## config.mk

```make
export PLATFORM = sky130hd
export DESIGN_NAME = decode_issue_ctrl
export DESIGN_NICKNAME = d
export VERILOG_FILES = /design/src/rtl/decode_issue_ctrl_pkg.sv /design/src/rtl/decode_issue_ctrl_issue_scoreboard.sv /design/src/rtl/decode_issue_ctrl.sv
export SDC_FILE = /design/constraint.sdc
export NUM_CORES = 1
export LEC_CHECK = 0
export ABC_AREA = 1
export CAP_MARGIN = 20
export CORE_ASPECT_RATIO = 0.75
export CORE_MARGIN = 4
export CORE_UTILIZATION = 54
export CTS_BUF_LIST = sky130_fd_sc_hd__clkbuf_4 sky130_fd_sc_hd__clkbuf_8
export DETAILED_ROUTE_END_ITERATION = 7
export HOLD_SLACK_MARGIN = 0.08
export PLACE_DENSITY = 0.81
export SYNTH_ARGS = -nofsm -noshare
export SYNTH_HDL_FRONTEND = slang
export SYNTH_HIERARCHICAL = 1
export SYNTH_SLANG_ARGS = --single-unit
```

## constraint.sdc

```tcl
create_clock -name clk_r -period 8.6 [get_ports clk_r]
set_clock_uncertainty 0.05 [all_clocks]
set_input_delay 0.86 -clock clk_r [delete_from_list [all_inputs] [get_ports clk_r]]
set_output_delay 0.86 -clock clk_r [all_outputs]
set_load 0.02 [all_outputs]
```

## src/rtl/decode_issue_ctrl_pkg.sv

```systemverilog
// Shared types and defaults for the decode-stage issue controller.
// Holds opcodes, default latencies, FSM state enum and register index type.
package decode_issue_ctrl_pkg;

    localparam int DEF_NUM_REGS  = 16;
    localparam int DEF_LAT_W     = 3;
    localparam int DEF_ALU_LAT   = 2;
    localparam int DEF_LOAD_LAT  = 4;
    localparam int DEF_FLUSH_CYC = 2;
    localparam int FCNT_W        = 4;

    localparam logic [4:0] OPC_NOP  = 5'h00;
    localparam logic [4:0] OPC_LOAD = 5'h10;

    typedef logic [3:0] reg_idx_t;

    typedef enum logic [0:0] {
        ST_RUN   = 1'b0,
        ST_FLUSH = 1'b1
    } state_e;

endpackage

```

## src/rtl/decode_issue_ctrl_issue_scoreboard.sv

```systemverilog
// Per-register countdown scoreboard for in-flight results.
// Three lookup ports report the current (pre-decrement) count.
module issue_scoreboard
    import decode_issue_ctrl_pkg::*;
#(
    parameter int NUM_REGS = DEF_NUM_REGS,
    parameter int LAT_W    = DEF_LAT_W
) (
    input  logic             clk_r,
    input  logic             reset_n_r,
    input  logic             load_en,
    input  reg_idx_t         load_idx,
    input  logic [LAT_W-1:0] load_lat,
    input  reg_idx_t         s1_idx,
    input  reg_idx_t         s2_idx,
    input  reg_idx_t         dest_idx,
    output logic [LAT_W-1:0] s1_cnt,
    output logic [LAT_W-1:0] s2_cnt,
    output logic [LAT_W-1:0] dest_cnt,
    output logic             busy
);

    logic [LAT_W-1:0] cnt     [NUM_REGS];
    logic [LAT_W-1:0] cnt_nxt [NUM_REGS];
    logic             any_nxt;

    assign s1_cnt   = cnt[s1_idx];
    assign s2_cnt   = cnt[s2_idx];
    assign dest_cnt = cnt[dest_idx];

    // Saturating decrement of every counter; a new issue load overrides it.
    always_comb begin
        any_nxt = 1'b0;
        for (int r = 0; r < NUM_REGS; r++) begin
            cnt_nxt[r] = (|cnt[r]) ? cnt[r] - LAT_W'(1) : '0;
            if (load_en && (load_idx == reg_idx_t'(r))) begin
                cnt_nxt[r] = load_lat;
            end
            any_nxt = any_nxt | (|cnt_nxt[r]);
        end
    end

    // Counter array and registered busy flag.
    always_ff @(posedge clk_r or negedge reset_n_r) begin
        if (!reset_n_r) begin
            for (int r = 0; r < NUM_REGS; r++) begin
                cnt[r] <= '0;
            end
            busy <= 1'b0;
        end else begin
            for (int r = 0; r < NUM_REGS; r++) begin
                cnt[r] <= cnt_nxt[r];
            end
            busy <= any_nxt;
        end
    end

endmodule

```

## src/rtl/decode_issue_ctrl.sv

```systemverilog
// Decode-stage issue controller: scoreboard hazard check, bubbles, flush window.
// Optional stall counter enabled by DECODE_ISSUE_STALL_CNT_EN.
module decode_issue_ctrl
    import decode_issue_ctrl_pkg::*;
#(
    parameter int         NUM_REGS  = DEF_NUM_REGS,
    parameter int         LAT_W     = DEF_LAT_W,
    parameter int         ALU_LAT   = DEF_ALU_LAT,
    parameter int         LOAD_LAT  = DEF_LOAD_LAT,
    parameter logic [4:0] LOAD_OPC  = OPC_LOAD,
    parameter int         FLUSH_CYC = DEF_FLUSH_CYC
) (
    input  logic        clk_r,
    input  logic        reset_n_r,
    input  logic        in_valid,
    output logic        in_ready,
    input  logic [4:0]  opcode_in,
    input  logic [3:0]  dest_in,
    input  logic [3:0]  s1_in,
    input  logic [3:0]  s2_in,
    input  logic [1:0]  src_use_in,
    input  logic        wr_en_in,
    input  logic        flush_in,
    output logic        issue_valid,
    output logic [4:0]  opcode_out,
    output logic [3:0]  dest_out,
    output logic [3:0]  s1_out,
    output logic [3:0]  s2_out,
    output logic        stall_out,
    output logic        sb_busy,
    output logic [15:0] stall_cnt
);

    localparam logic [FCNT_W-1:0] FCNT_RELOAD = FCNT_W'(FLUSH_CYC - 1);

    state_e            state;
    logic [FCNT_W-1:0] fcnt;

    logic [LAT_W-1:0]  lat;
    logic [LAT_W-1:0]  s1_cnt;
    logic [LAT_W-1:0]  s2_cnt;
    logic [LAT_W-1:0]  dest_cnt;
    logic              raw;
    logic              waw;
    logic              hazard;
    logic              run;
    logic              issue;

    issue_scoreboard #(
        .NUM_REGS (NUM_REGS),
        .LAT_W    (LAT_W)
    ) u_sb (
        .clk_r     (clk_r),
        .reset_n_r (reset_n_r),
        .load_en   (issue & wr_en_in),
        .load_idx  (dest_in),
        .load_lat  (lat),
        .s1_idx    (s1_in),
        .s2_idx    (s2_in),
        .dest_idx  (dest_in),
        .s1_cnt    (s1_cnt),
        .s2_cnt    (s2_cnt),
        .dest_cnt  (dest_cnt),
        .busy      (sb_busy)
    );

    // Hazard detection against the current scoreboard and handshake.
    always_comb begin
        lat = (opcode_in == LOAD_OPC) ? LAT_W'(LOAD_LAT) : LAT_W'(ALU_LAT);
        raw = (src_use_in[0] & (|s1_cnt)) | (src_use_in[1] & (|s2_cnt));
        waw = wr_en_in & (dest_cnt > lat);
        hazard = raw | waw;
        run = (state == ST_RUN);
        in_ready = run ? (~hazard & ~flush_in) : 1'b1;
        issue = run & in_valid & in_ready;
        stall_out = run & in_valid & ~in_ready;
    end

    // RUN/FLUSH sequencing; flush_in inside the window restarts it.
    always_ff @(posedge clk_r or negedge reset_n_r) begin
        if (!reset_n_r) begin
            state <= ST_RUN;
            fcnt  <= '0;
        end else begin
            unique case (state)
                ST_RUN: begin
                    if (flush_in) begin
                        state <= ST_FLUSH;
                        fcnt  <= FCNT_RELOAD;
                    end
                end
                ST_FLUSH: begin
                    if (flush_in) begin
                        fcnt <= FCNT_RELOAD;
                    end else if (fcnt == '0) begin
                        state <= ST_RUN;
                    end else begin
                        fcnt <= fcnt - FCNT_W'(1);
                    end
                end
                default: begin
                    state <= ST_RUN;
                    fcnt  <= '0;
                end
            endcase
        end
    end

    // Decode register: issued fields, or an all-zero NOP bubble.
    always_ff @(posedge clk_r or negedge reset_n_r) begin
        if (!reset_n_r) begin
            issue_valid <= 1'b0;
            opcode_out  <= OPC_NOP;
            dest_out    <= '0;
            s1_out      <= '0;
            s2_out      <= '0;
        end else if (issue) begin
            issue_valid <= 1'b1;
            opcode_out  <= opcode_in;
            dest_out    <= dest_in;
            s1_out      <= s1_in;
            s2_out      <= s2_in;
        end else begin
            issue_valid <= 1'b0;
            opcode_out  <= OPC_NOP;
            dest_out    <= '0;
            s1_out      <= '0;
            s2_out      <= '0;
        end
    end

`ifdef DECODE_ISSUE_STALL_CNT_EN
    logic [15:0] stall_q;

    // Saturating count of stalled fetch cycles.
    always_ff @(posedge clk_r or negedge reset_n_r) begin
        if (!reset_n_r) begin
            stall_q <= '0;
        end else if (stall_out && (stall_q != 16'hFFFF)) begin
            stall_q <= stall_q + 16'd1;
        end
    end

    assign stall_cnt = stall_q;
`else
    assign stall_cnt = '0;
`endif

endmodule
```

==> summary.txt <==
impl run done, here's what came out: run status complete, no violations, Die H 96.3 µm, Worst-path clk slew 0.08 ns, Seq pwr share 39.0%, GPL Wtd Cong 0.990, top cells by instance count after synthesis 218 x nand2_1, 165 x inv_1, 83 x o21ai_0, # diodes 0, total CTS buffers 9, area grow syn2layout 12.7%, setup_tns 0 ns, DRC viols 0, P_leak ~3.8 nW, Hold Buf Count CTS 0, Max VDD drop between 0.1 and 0.15 mV, switching share of power between 30% and 40%, post-CTS resize count 0, Yosys top cell by instances nand2_1, post-layout period usage of the worst path 58.6%, Pwr per Cell Area 166 nW/µm², crit path max fanout 31, Die W 126 µm, Longest Clk Path Bufs 2, internal cell power 0.675 mW, Worst setup EP type flip-flop, Routed Antenna Nets 0, FF-to-FF Start u_sb/cnt[44], NetSw 0.375 mW, Setup-failing EPs final 0, DP Cell Count 1019, Worst EP arrival ~5.2 ns, crit path from dest_in[1], Iteration-0 DRC Markers around 820, iteration tally of the first detailed-router pass 6, clock share of power 32.3%, core area 9890 µm², cell mode on critical path nand2_1, Fillers 940, CTS tree yes, layout cells sized above 1 4.98%, Final #Nets 955, CTS Root Cell clkbuf_8, synthesized cell area roughly 5600 µm², number of distinct library cells after synthesis 27, area leader, netlist dfrtp_1, Yosys Warn Count 6, f_max 0.198 GHz, num rows 31, hpwl dp around 12000 µm, number of cells in Yosys stat 865, register bit count reported by yosys just over 70, Non-Filler Instances approximately 1000, # Max-Cap Violations 0, final hold vios 0, CP cell instances clkdlybuf4s50_1 -> o21ai_0 -> o21ai_0 -> o221ai_1 -> nand2_1 -> ha_1 -> nand2_1 -> nand2_1 -> nand3_1 -> nand4_4 -> nor2_1 -> buf_4 -> nand3_1 -> nor2_1 -> nand2_1 -> nand2_1 -> nand2_1 -> nor2_1 -> nand2_1 -> nor2_1 -> nand3_1, Post-CTS Setup Bufs 0, RSZ-0062 raised after global routing false, Post-DP Area 6080 µm², clk_lat worst skew 0.37 ns, post-synthesis average cell area 6.49 µm², crit path time final 5.04 ns, fp_density a little under three fifths, post-synthesis chip area from yosys 5620 µm², Vias/cell 5.41, post-route cell area 6330 µm², crit path DRT 8.80 ns, CTS sink cnt 72, Slowest cell on crit path clkdlybuf4s50_1, stage-log warning count between 50 and 60, Dominant cell area share 32.1%, first-pass GRT wire length 26300 µm, Slew HR 26.5%, H-Tree Depth 3, startpoint types primary input, top_reg_cell synth dfrtp_1, Seq share, synth 32.1%, Comb pwr share 28.7%, HP Start fcnt[2], GRT overflow 0, Synth Instances 865, Hold Path Class reg2reg, number of global-route vias before repair about 4900, antenna violations before repair 0, die area 12100 µm², slowest cell delay on critical path 1.17 ns, critical path class in2reg, biggest area cells dfrtp_1 32%, nand2_1 15%, inv_1 11%, worst slew pin tran around 1.1 ns, Synth async-reset ratio 100%, flip-flops with a built-in enable 0, Final Max Slew Viols 0, largest net degree at the start of global routing approximately 73
==> metal layers <==
metal | global-route usage (%) | vias up | share of wire, %
li1 | - | 2737 | -
met1 | 40.8 | 2478 | 44
met2 | 39.8 | 357 | 41
met3 | 7.76 | 29 | 13
met4 | 8.04 | 0 | 1.8
met5 | 0 | - | 0
==> critical path: cells and delay by family <==
kind,cells,cell delay (ns)
buffers and inverters,2,1.43
AND/OR/NAND/NOR,15,2.11
AND-OR/OR-AND,3,0.57
adder cells (fa/ha/maj),1,0.25
==> registers in the layout, indices dropped and copies added (netlist names) <==
register	flops
dest_out	4
fcnt	4
issue_valid	1
opcode_out	5
s1_out	4
s2_out	4
state	1
u_sb/busy	1
u_sb/cnt	48
==> kinds of logic (layout without fill, tap and decap cells) <==
family	after synthesis	after routing	share of synthesized area (%)
AND-OR/OR-AND	180	180	17.8
adder cells (fa/ha/maj)	33	33	7.35
buffers and inverters	209	229	15.3
flip-flops	72	72	32.1
other	1	19	0.0668
AND/OR/NAND/NOR	370	370	27.5
==> layout by cell type (no fill, tap or decap) <==
cell type and count:
nand2_1 218, inv_1 165, o21ai_0 83, nor2_1 79, dfrtp_1 72, a21oi_1 65, clkdlybuf4s50_1 43, nand3_1 42
ha_1 33, conb_1 19, nand4_1 10, nor2_2 10, o221ai_1 10, o211ai_1 10, clkbuf_8 9, or2_2 8
buf_4 5, o22ai_1 4, bufinv_16 3, inv_6 3, a21boi_0 3, nor2_4 2, o21ai_2 2, a21oi_4 1
nand4_4 1, a31oi_1 1, clkinv_4 1, o21bai_1 1
==> stage by stage <==
stage | worst slack, ns | total power, mW | hold WS, ns
after floorplan | 4.87 | 0.617 | 0.457
after global placement | 3.43 | 0.703 | 0.493
after detailed placement | 3.31 | 0.709 | 0.498
after CTS | 3.69 | 1.05 | 0.520
after global routing | 3.15 | 1.12 | 0.562
final | 3.56 | 1.05 | 0.519
==> layout make-up <==
| type | instances | area (µm²) | share of cell area, % |
|---|---|---|---|
| clock inverters | 7 | 125 | 1.98 |
| multi-input cells | 602 | 3030 | 47.8 |
| well taps | 132 | 165 | 2.61 |
| repair buffers | 48 | 468 | 7.39 |
| clock buffers | 9 | 124 | 1.96 |
| inverters | 165 | 619 | 9.78 |
| flip-flops and latches | 72 | 1800 | 28.5 |
==> path summary, 6_finish.rpt <==
kind                                     end  slack, ns  depth (start not counted)
worst max-delay path               u_sb/busy       3.56                         21
worst min-delay path                 fcnt[2]       0.52                          2
worst max register to register     u_sb/busy       4.66                         22
worst min register to register       fcnt[2]       0.52                          2
max in group asynchronous       u_sb/cnt[33]       7.33                          1
min in group asynchronous       u_sb/cnt[11]       0.58                          1
==> power groups by stage <==
stage | logic (mW) | registers (mW) | clock network (mW)
finish | 0.301 | 0.410 | 0.339
global route | 0.344 | 0.415 | 0.359
CTS | 0.296 | 0.408 | 0.346
detailed placement | 0.294 | 0.415 | 0
global placement | 0.288 | 0.415 | 0
floorplan | 0.210 | 0.407 | 0
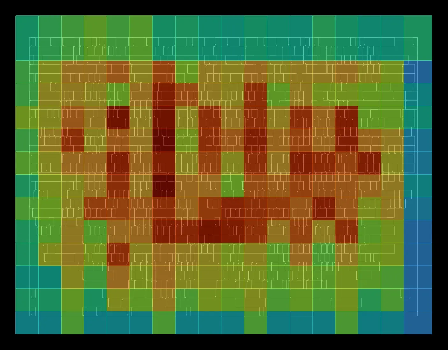
*Track usage over the die*
total track usage: 27.8%
Avg WL per Cell: 16.0 µm
Final Util: 64.0%

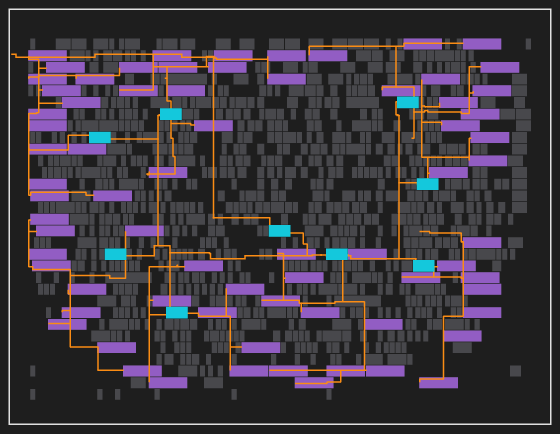
*Clock distribution*
flip-flops: in purple, count 72. clock wires: in orange, length 1000 µm. clock-net drivers: in cyan, count 9.
There are 10 routed clock nets.

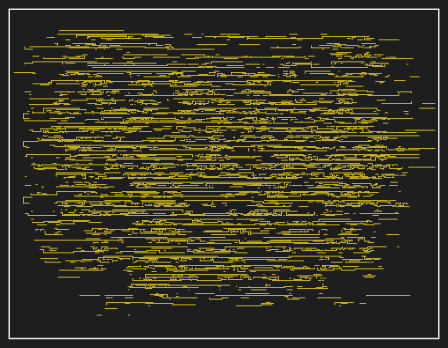
*Metal 1*
The wires run mostly horizontal. The longest straight run is 47.8 µm. The layer carries 7300 µm of wire. 860 nets have wire on it.
met1 Use GR: 40.8%
drt total wl: 16500 µm
routed vias: 5601

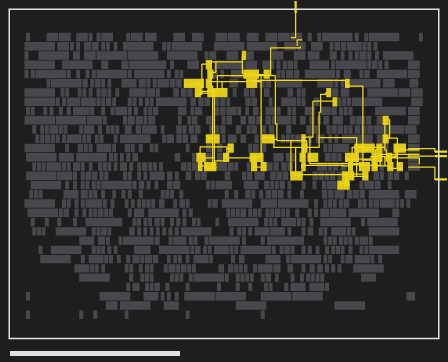
*Wires at chosen ports, followed through buffers*
Scale bar: 50 µm.
s1_in: in yellow, bits 4, direction input, end cells 63, wire 709 µm.
# IOs: 61
PortBufs: 44

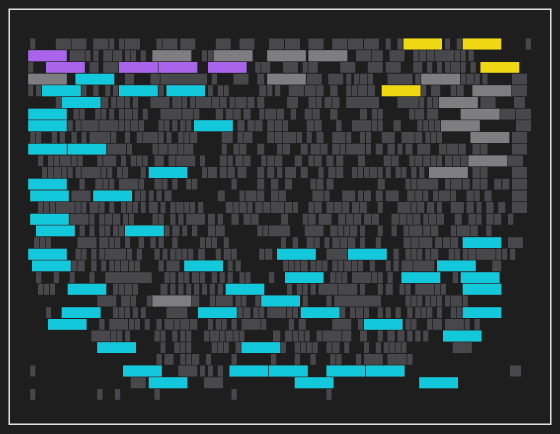
*Where the registers sit*
Other sequential cells in the stronger gray, the rest of the logic in the fainter gray.
fcnt: in yellow, flops 4, where top right. u_sb/cnt: in cyan, flops 48, where spread over the die. opcode_out: in purple, flops 5, where top left.
Another 15 sequential cells are not colored.

No activity file was given, so power comes from the tool's default toggle rates.
